==> config.mk <==
export PLATFORM = sky130hd
export DESIGN_NAME = fetch_pc_unit_flat
export DESIGN_NICKNAME = d
export VERILOG_FILES = /design/src/rtl/pipeline_pkg.sv /design/src/rtl/fetch_pc_unit_if.sv /design/src/rtl/if_id_register.sv /design/src/rtl/fetch_pc_unit.sv /design/src/flat_wrapper.sv
export SDC_FILE = /design/constraint.sdc
export NUM_CORES = 1
export LEC_CHECK = 0
export ABC_AREA = 1
export CAP_MARGIN = 10
export CORE_MARGIN = 5
export CORE_UTILIZATION = 25
export CTS_BUF_LIST = sky130_fd_sc_hd__clkbuf_4
export DETAILED_ROUTE_END_ITERATION = 16
export SLEW_MARGIN = 20
export SYNTH_ARGS = -nofsm -noshare
export SYNTH_HDL_FRONTEND = slang
export SYNTH_SLANG_ARGS = --single-unit
==> constraint.sdc <==
create_clock -name clk -period 2.06 [get_ports clk]
set_input_delay 0.206 -clock clk [delete_from_list [all_inputs] [get_ports clk]]
set_output_delay 0.206 -clock clk [all_outputs]
set_load 0.005 [all_outputs]
==> images/layer_met1.png <==
Scale bar: 50 um. Supply wires on this layer in grey.
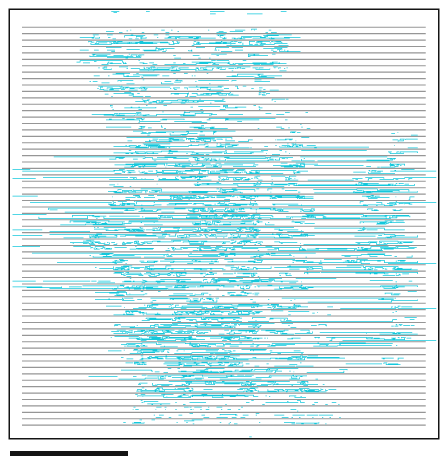
The layer holds 45% of the routed length. The longest straight run is 51.1 um. 1166 nets have wire on it.
final WL: 26200 um
met1 global-route usage: 20.4%
overall via count from detail_route: 7382

==> images/layer_met2.png <==
Cells faint in the background.
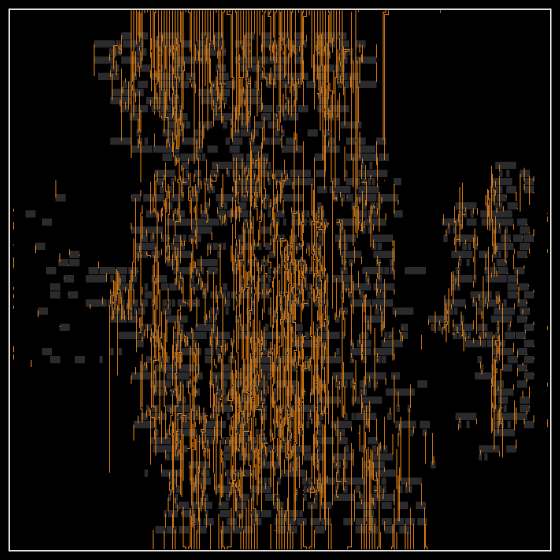
The layer carries 12200 um of wire. 973 nets have wire on it. The wires run mostly vertical. The longest straight run is 56.1 um.
GR met2 Demand/Resource: 25.0%

==> results_slide.txt <==
Synthesis and Place & Route Summary

Setup path
  – Largest fanout of any net on the critical path: 4
  – Cell family with the largest share of critical-path delay: buffers and inverters
  – Setup slack on the worst flop-to-flop path: 0.20 ns
  – Cell depth of the worst flop-to-flop path: 10
  – Endpoint required time on the critical path: 1.85 ns

Final timing
  – Setup TNS: 0 ns
  – Slew at the pin closest to its max-slew limit: 0.607 ns
  – Fraction of the cycle the final worst path needs: 95.7%

Synthesis
  – Average cell area after synthesis: 7.24 um^2
  – Post-Syn Nets: 1088
  – FF+latch count, synth: between 150 and 200
  – Largest area contributor in the synthesized netlist: sky130_fd_sc_hd__dfxtp_1
  – Fraction of registers with async set/reset: 0%
  – Yosys cell types: 36
  – Largest cells by area after synthesis: sky130_fd_sc_hd__dfxtp_1 (44%), sky130_fd_sc_hd__a21oi_1 (8.5%), sky130_fd_sc_hd__nand2_1 (8.1%)
  – Sequential area share after synthesis: 44.4%

CTS
  – Clk Latency, worst-skew pair: 0.57 ns
  – H-tree level count: 4
  – Clock root buffer: sky130_fd_sc_hd__clkbuf_4

Pwr
  – Pwr/cell area: 726 nW/um^2
  – Maximum resistive drop on vdd: 0.342 mV

Status
  – Outcome: finished clean

Die
  – I/O pins: 211
  – Core Area: 28900 um^2
  – Horizontal die size: 181 um
  – Number of placement rows: 62

Flow run
  – Number of warning messages in the logs: 27
  – Max-capacitance violation count: 0

Finish
  – Final net count: between 1000 and 1500

Global routing
  – Total grt overflow: 0
  – Number of global-route vias before repair: roughly 7000

Route
  – Mean routed wirelength per cell: 16.4 um

Placed design
  – Port-buffer cells: 210
-- cells by family after synthesis --
| group | Yosys count | share of synthesized area [%] |
|---|---|---|
| AOI/OAI and AO/OA | 287 | 21.6 |
| and+or+nand+nor | 416 | 24.2 |
| xor gates and xnor gates | 9 | 1.07 |
| adders and majority gates | 3 | 0.511 |
| DFF | 163 | 44.4 |
| buffers and inverters | 136 | 8.13 |
-- placed cells by master (no fill, tap or decap), types with 3 or more instances in the layout --
cell type	n
sky130_fd_sc_hd__nand3_1	70
sky130_fd_sc_hd__nor2_1	150
sky130_fd_sc_hd__nand4_1	3
sky130_fd_sc_hd__clkbuf_4	18
sky130_fd_sc_hd__xor2_1	6
sky130_fd_sc_hd__o21ai_0	103
sky130_fd_sc_hd__dfxtp_1	160
sky130_fd_sc_hd__nand2_2	10
sky130_fd_sc_hd__o22ai_1	7
sky130_fd_sc_hd__a21oi_1	125
sky130_fd_sc_hd__nand2_1	158
sky130_fd_sc_hd__buf_4	32
sky130_fd_sc_hd__nor2_4	9
sky130_fd_sc_hd__nor2_2	8
sky130_fd_sc_hd__o21ai_1	6
sky130_fd_sc_hd__and2_1	3
sky130_fd_sc_hd__o21a_1	5
sky130_fd_sc_hd__inv_6	6
sky130_fd_sc_hd__a21oi_2	21
sky130_fd_sc_hd__inv_2	5
sky130_fd_sc_hd__xnor2_1	3
sky130_fd_sc_hd__buf_12	3
sky130_fd_sc_hd__clkdlybuf4s50_1	209
sky130_fd_sc_hd__inv_8	3
sky130_fd_sc_hd__inv_1	53
sky130_fd_sc_hd__dfxtp_2	3
sky130_fd_sc_hd__nor3_1	3
sky130_fd_sc_hd__a211oi_1	12
-- metal layers --
layer  GRT usage, %  up-vias  wire, um
met1           20.4     3354     11700
met3           3.44       39      1600
li1               -     3744         -
met5              0        -         0
met2           25.0      245     12200
met4           5.10        0       669
-- timing repair --
item / 4_1_cts / 5_1_grt
endpoints found under the setup margin: 0 / 6
hold buffers: 0 / 0
endpoints found under the hold margin: 0 / 0
gates resized: 0 / 5
-- through the flow --
step                util [%]  instance area, um^2  total power [uW]  cells  hold WS, ns
finish                  35.3                10200              7390   1600        0.181
global route            35.3                10200              7810   1600        0.119
CTS                     35.2                10200              7470   1599        0.118
detailed placement      34.2                 9870              5450   1567        0.447
global placement        34.2                 9870              5430   1567        0.448
floorplan                  -                 7340              4530   1014        0.298
-- tightest hold or removal path: stages --
cell,delay (ns)
sky130_fd_sc_hd__buf_2,0.14
sky130_fd_sc_hd__buf_12,0.23
sky130_fd_sc_hd__o21ai_0,0.11
sky130_fd_sc_hd__nor2_1,0.04
-- final cells by class --
cell class | instances | area (um^2)
Clock inverter | 14 | 165
Sequential cell | 163 | 3270
Multi-Input combinational cell | 715 | 3500
Timing Repair Buffer | 245 | 2400
Tap cell | 384 | 480
Inverter | 60 | 228
Clock buffer | 18 | 135
Fill cell | 3107 | 18700
Antenna cell | 1 | 2.50
-- power breakdown --
part / total [uW] / switching (uW) / internal (uW)
clock: 2010 / 1330 / 682
combinational: 1700 / 884 / 818
sequential: 3670 / 243 / 3430
Power is estimated from default activity; no workload was simulated.
